### src/rtl/cb_cfg_pkg.sv
// Shared types and default parameters for the connection-block config loader.
package cb_cfg_pkg;

    typedef enum logic [1:0] {
        ST_IDLE    = 2'd0,
        ST_LOAD    = 2'd1,
        ST_CSUM    = 2'd2,
        ST_ISOLATE = 2'd3
    } cb_cfg_state_t;

    localparam int CB_CFG_NUM_BITS   = 112;
    localparam int CB_CFG_WORD_W     = 8;
    localparam int CB_CFG_ISO_CYCLES = 2;
    localparam int CB_CFG_NUM_WORDS  = CB_CFG_NUM_BITS / CB_CFG_WORD_W;

endpackage

### src/rtl/cb_cfg_csum.sv
// Modulo-2^WORD_W running checksum with a look-ahead zero check on the
// byte currently presented, so the final checksum byte needs no extra cycle.
module cb_cfg_csum
    import cb_cfg_pkg::*;
#(
    parameter int WORD_W = CB_CFG_WORD_W
) (
    input  logic              clk,
    input  logic              rst,
    input  logic              clr_i,
    input  logic              add_i,
    input  logic [WORD_W-1:0] data_i,
    output logic              zero_o
);

    logic [WORD_W-1:0] sum_q, sum_d;
    logic [WORD_W-1:0] sum_peek;

    // Next sum: clear takes priority over accumulate.
    always_comb begin
        sum_d = sum_q;
        if (clr_i)
            sum_d = '0;
        else if (add_i)
            sum_d = sum_q + data_i;
    end

    // Accumulator register.
    always_ff @(posedge clk) begin
        if (rst)
            sum_q <= '0;
        else
            sum_q <= sum_d;
    end

    assign sum_peek = sum_q + data_i;
    assign zero_o   = (sum_peek == '0);

endmodule

### src/rtl/cb_config_loader.sv
// Byte-serial loader for the connection-block latch bits: shadows the stream,
// checks the checksum, opens all gates for a guard interval, then commits.
module cb_config_loader
    import cb_cfg_pkg::*;
#(
    parameter int NUM_BITS   = CB_CFG_NUM_BITS,
    parameter int WORD_W     = CB_CFG_WORD_W,
    parameter int ISO_CYCLES = CB_CFG_ISO_CYCLES
) (
    input  logic                clk,
    input  logic                rst,
    input  logic                cfg_start,
    input  logic                cfg_abort,
    input  logic [WORD_W-1:0]   cfg_data,
    input  logic                cfg_valid,
    output logic                cfg_ready,
    output logic [NUM_BITS-1:0] sram_latch_con_bits,
    output logic                busy,
    output logic                done,
    output logic                err
);

    localparam int NUM_WORDS = NUM_BITS / WORD_W;
    localparam int IDX_W     = (NUM_WORDS > 1) ? $clog2(NUM_WORDS) : 1;
    localparam int GRD_W     = (ISO_CYCLES > 1) ? $clog2(ISO_CYCLES) : 1;
    localparam logic [IDX_W-1:0] LAST_IDX = IDX_W'(NUM_WORDS - 1);

    cb_cfg_state_t       state_q, state_d;
    logic [IDX_W-1:0]    idx_q, idx_d;
    logic [GRD_W-1:0]    guard_q, guard_d;
    logic [NUM_BITS-1:0] shadow_q, shadow_d;
    logic [NUM_BITS-1:0] bus_q, bus_d;
    logic                done_q, done_d;
    logic                err_q, err_d;
    logic                sum_clr, sum_add, sum_zero;
    logic                xfer;

    // Abort masks ready so an aborted cycle never consumes a byte.
    assign cfg_ready = ((state_q == ST_LOAD) || (state_q == ST_CSUM)) && !cfg_abort;
    assign xfer      = cfg_valid && cfg_ready;

    cb_cfg_csum #(.WORD_W(WORD_W)) u_csum (
        .clk    (clk),
        .rst    (rst),
        .clr_i  (sum_clr),
        .add_i  (sum_add),
        .data_i (cfg_data),
        .zero_o (sum_zero)
    );

    // Next-state logic; the live bus only ever goes to all-0 or the full shadow.
    always_comb begin
        state_d  = state_q;
        idx_d    = idx_q;
        guard_d  = guard_q;
        shadow_d = shadow_q;
        bus_d    = bus_q;
        done_d   = 1'b0;
        err_d    = 1'b0;
        sum_clr  = 1'b0;
        sum_add  = 1'b0;
        case (state_q)
            ST_IDLE: begin
                if (cfg_start) begin
                    state_d = ST_LOAD;
                    idx_d   = '0;
                    sum_clr = 1'b1;
                end
            end
            ST_LOAD: begin
                if (cfg_abort) begin
                    state_d = ST_IDLE;
                end else if (xfer) begin
                    shadow_d[idx_q*WORD_W +: WORD_W] = cfg_data;
                    sum_add = 1'b1;
                    idx_d   = idx_q + 1'b1;
                    if (idx_q == LAST_IDX)
                        state_d = ST_CSUM;
                end
            end
            ST_CSUM: begin
                if (cfg_abort) begin
                    state_d = ST_IDLE;
                end else if (xfer) begin
                    if (sum_zero) begin
                        state_d = ST_ISOLATE;
                        bus_d   = '0;
                        guard_d = GRD_W'(ISO_CYCLES - 1);
                    end else begin
                        state_d = ST_IDLE;
                        err_d   = 1'b1;
                    end
                end
            end
            ST_ISOLATE: begin
                // Start/abort deliberately ignored: always run to commit.
                if (guard_q == '0) begin
                    bus_d   = shadow_q;
                    done_d  = 1'b1;
                    state_d = ST_IDLE;
                end else begin
                    guard_d = guard_q - 1'b1;
                end
            end
            default: state_d = ST_IDLE;
        endcase
    end

    // State registers with synchronous reset to all gates open.
    always_ff @(posedge clk) begin
        if (rst) begin
            state_q  <= ST_IDLE;
            idx_q    <= '0;
            guard_q  <= '0;
            shadow_q <= '0;
            bus_q    <= '0;
            done_q   <= 1'b0;
            err_q    <= 1'b0;
        end else begin
            state_q  <= state_d;
            idx_q    <= idx_d;
            guard_q  <= guard_d;
            shadow_q <= shadow_d;
            bus_q    <= bus_d;
            done_q   <= done_d;
            err_q    <= err_d;
        end
    end

    assign sram_latch_con_bits = bus_q;
    assign busy                = (state_q != ST_IDLE);
    assign done                = done_q;
    assign err                 = err_q;

endmodule

### config.mk
export PLATFORM = sky130hd
export DESIGN_NAME = cb_config_loader
export DESIGN_NICKNAME = d
export VERILOG_FILES = /design/src/rtl/cb_cfg_pkg.sv /design/src/rtl/cb_cfg_csum.sv /design/src/rtl/cb_config_loader.sv
export SDC_FILE = /design/constraint.sdc
export NUM_CORES = 1
export LEC_CHECK = 0
export CAP_MARGIN = 20
export CORE_MARGIN = 2
export CORE_UTILIZATION = 31
export DETAILED_ROUTE_END_ITERATION = 6
export PLACE_DENSITY_LB_ADDON = 0.2
export RECOVER_POWER = 25
export SYNTH_ARGS = -nofsm -noshare
export SYNTH_HDL_FRONTEND = slang
export SYNTH_SLANG_ARGS = --single-unit
### constraint.sdc
create_clock -name clk -period 9.25 [get_ports clk]
set_clock_uncertainty 0.2 [all_clocks]
set_input_delay 2.775 -clock clk [delete_from_list [all_inputs] [get_ports clk]]
set_output_delay 2.775 -clock clk [all_outputs]
set_load 0.005 [all_outputs]
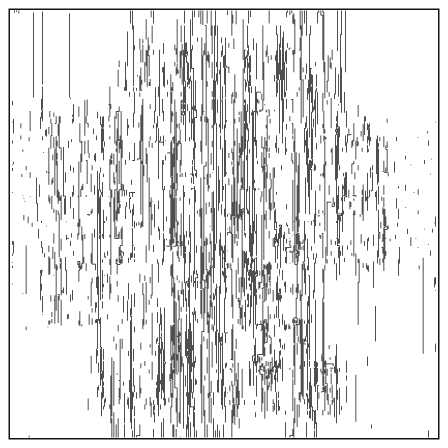
Fig. 1. The metal 2 layer.
wire length on this layer	12,900 microns
nets with wire on the layer	1,028

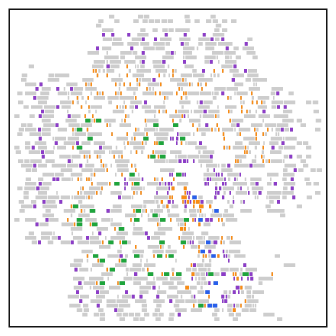
Fig. 2. Gate-type map.
family	color	cells	most used
mux cells	green	46	mux2i_1
nor cells	orange	211	nor2_1
xor and xnor cells	blue	10	xor2_1
nand cells	purple	200	nand2b_1

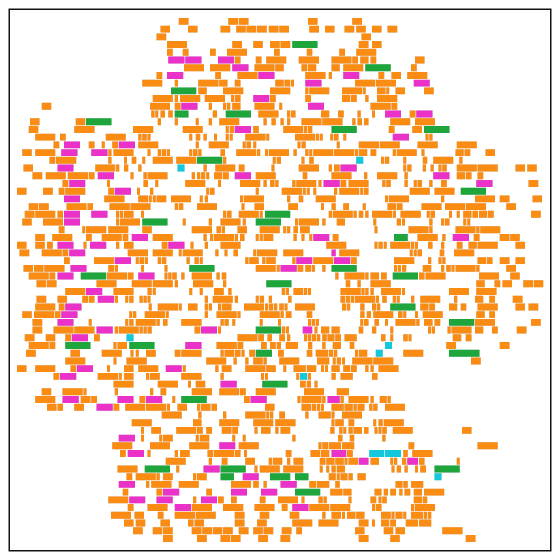
Fig. 3. Cells by drive strength.
size	color	cells	share
x1 and smaller	orange	1,140	90%
x2	magenta	86	6.8%
x3 and x4	cyan	9	0.71%
x6 and larger	green	35	2.8%

==> notes.md <==
## Yosys
- share of flip-flops with an asynchronous set or reset: 0%
- top cell type by total area after synthesis: dfxtp_1
- share of Yosys cell area claimed by the top area cell type: 44.8%
- sequential share of the synthesized area: 44.8%
- dominant cell by count in the synthesized netlist: dfxtp_1
- flops out of synthesis: 241
- net count after synthesis: 1,202

## Cells and area
- post-layout net count: 1,285
- Layout Area Growth over Synthesis: 21.7%
- share of layout cells above drive strength 1: 10.2%
- final cell count without fillers: 1,725
- antenna cell count: 0

## Outcome
- run status: finished, violations left
- failing checks: capacitance limit, slew limit

## Clocking
- Root Buffer: clkbuf_16
- count of cells resized by post-cts repair: 0
- Clock Path Buffers: 3
- Setup Fix Bufs, Post-CTS: 0
- number of clock buffers inserted by TritonCTS: 28
- hold buffers post-CTS: 0
- later-pin clock latency in the skew report: 0.54 ns

## Run
- tool warnings: 37
- number of max-cap violations: 1

## Worst setup path
- sort of element at the end of the critical path: register
- capture point of the worst reg-to-reg path: sram_latch_con_bits[24]
- ordered list of cells on the worst path: clkdlybuf4s25_1 -> buf_12 -> nand2b_1 -> o32ai_2
- peak per-stage delay on the critical path: 3.69 ns
- R2R Setup Slk: 5.09 ns

## Drt
- TritonRoute pass-1 iters: 5
- detail-routed net length per standard cell: 16.6 microns
- remaining antenna violation count after routing: 0
- final WL: 28.7 mm
- total via count in the routed design: 8,164

## STA
- Period minus WS final: 7.57 ns
- Max Clk Rate: 0.132 GHz
- Worst Max-Slew Pin Slew: 5.08 ns
- share of the clock period used by the worst path after layout: 81.9%
- Final Hold Viols: 0
- setup slack of the critical path after layout: 1.68 ns
- Final Max Slew Viols: 141

## Die
- Total Die Area: 0.0362 sq mm
- # rows: 68
- Top Ports: 129
- Core ar.: 0.0344 sq mm

## Global routing
- number of global-route vias before repair: 7,855
- total global routing overflow: 0
- antenna violations before repair: 0
- pin count of the biggest net entering global routing: 207

## Power
- post-layout power: 2.31 mW
- VDD IR-drop max: 0.000120 V
- Power Density: 176 mW/mm^2

## Placed design
- Cell Area, Placed: 0.0123 sq mm
- DP Worst Slack: 1.98 ns
- count of input and output buffers: 128
- total half-perimeter wirelength after legalization and detailed placement: 18.8 mm

## Min path
- hold path startpoint: shadow_q[3]

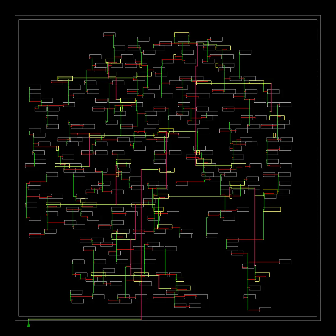
Fig. 4. Clock routing.
flip-flops: 241
number of clock buffer instances in the layout: 41
clock distribution power: 1.04 mW
clock sink count: 241

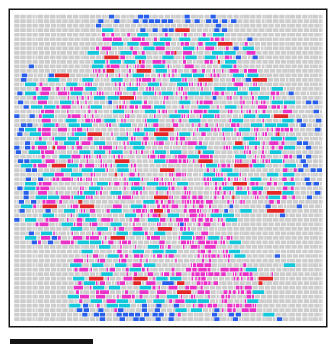
Fig. 5. Cells colored by class.
Scale bar: 50 microns. Fill, decap, tap and diode cells in gray.
class	color	cells	share of their area
remaining buffers and delay cells	blue	134	11%
clock drivers and dummy loads	red	46	6.8%
remaining logic cells	magenta	849	44%
registers	cyan	241	38%

-- routing by layer --
metal / share of wire, % / global-route usage [%] / vias up
met4: 1.7 / 3.43 / 0
met5: 0 / 0 / -
met1: 49 / 22.4 / 3865
met3: 4.1 / 2.56 / 35
li1: - / - / 4116
met2: 45 / 25.0 / 148
-- cell families (layout without fill, tap and decap cells) --
group,count (synthesis),in the layout,share of synthesized area [%]
fa+ha+maj,18,18,2.16
buf+inv,206,305,8.46
flops,241,241,44.8
compound gates,217,217,20.1
mux,46,46,4.29
simple gates,433,433,19.3
xor+xnor,10,10,0.814
-- final cells by class --
cell class                      count  area (sq um)
Timing Repair Buffer              134          1340
Clock buffer                       41           790
Sequential cell                   241          4820
Tap cell                          455           569
Multi-Input combinational cell    724          5040
Inverter                          125           469
Fill cell                        3504         21300
Clock inverter                      5          66.3
-- state kept, by name (all words and copies together), names as in the netlist --
| name | flops |
|---|---|
| done | 1 |
| state_q | 2 |
| idx_q | 4 |
| err | 1 |
| shadow_q | 112 |
| u_csum.sum_q | 8 |
| guard_q | 1 |
| sram_latch_con_bits | 112 |
-- cell usage in the layout (no fill, tap or decap), drive strengths merged, types with 2 or more instances in the layout --
cell type / instances
nand3b: 3
a311oi: 2
nand2b: 121
and3: 8
xor2: 6
mux2i: 45
o21ai: 5
or3: 2
nor2b: 4
clkbuf: 41
nor3b: 2
and3b: 2
ha: 17
buf: 6
clkinv: 2
clkinvlp: 2
inv: 125
nand4: 2
a21oi: 85
nand2: 61
nor2: 192
o31ai: 2
dlygate4sd3: 81
o32ai: 112
clkdlybuf4s50: 46
nor3: 11
dfxtp: 241
xnor2: 4
nand3: 12
and2: 7
a211oi: 3
-- critical path, delay by kind of cell --
family,cells,cell delay (ns)
AND-OR/OR-AND,1,0.07
buffers and inverters,2,4.28
AND/OR/NAND/NOR,1,0.22
-- how the worst max path moves through the flow --
stage | startpoint | endpoint | slack, ns | cells past startpoint
5_1_grt | rst | sram_latch_con_bits[53] | 1.20 | 4
2_1_floorplan | cfg_abort | cfg_ready | 3.35 | 1
3_5_place_dp | cfg_data[0] | sram_latch_con_bits[12] | 1.98 | 12
6_report | rst | sram_latch_con_bits[53] | 1.68 | 4
3_3_place_gp | cfg_data[0] | sram_latch_con_bits[10] | 2.05 | 12
4_1_cts | cfg_abort | cfg_ready | 2.32 | 3
-- power breakdown --
group	total [mW]	switching (mW)	internal, mW
Clock	1.04	0.428	0.613
Combinational	0.215	0.146	0.0689
Sequential	1.05	0.00860	1.04
Power is estimated from default activity; no workload was simulated.
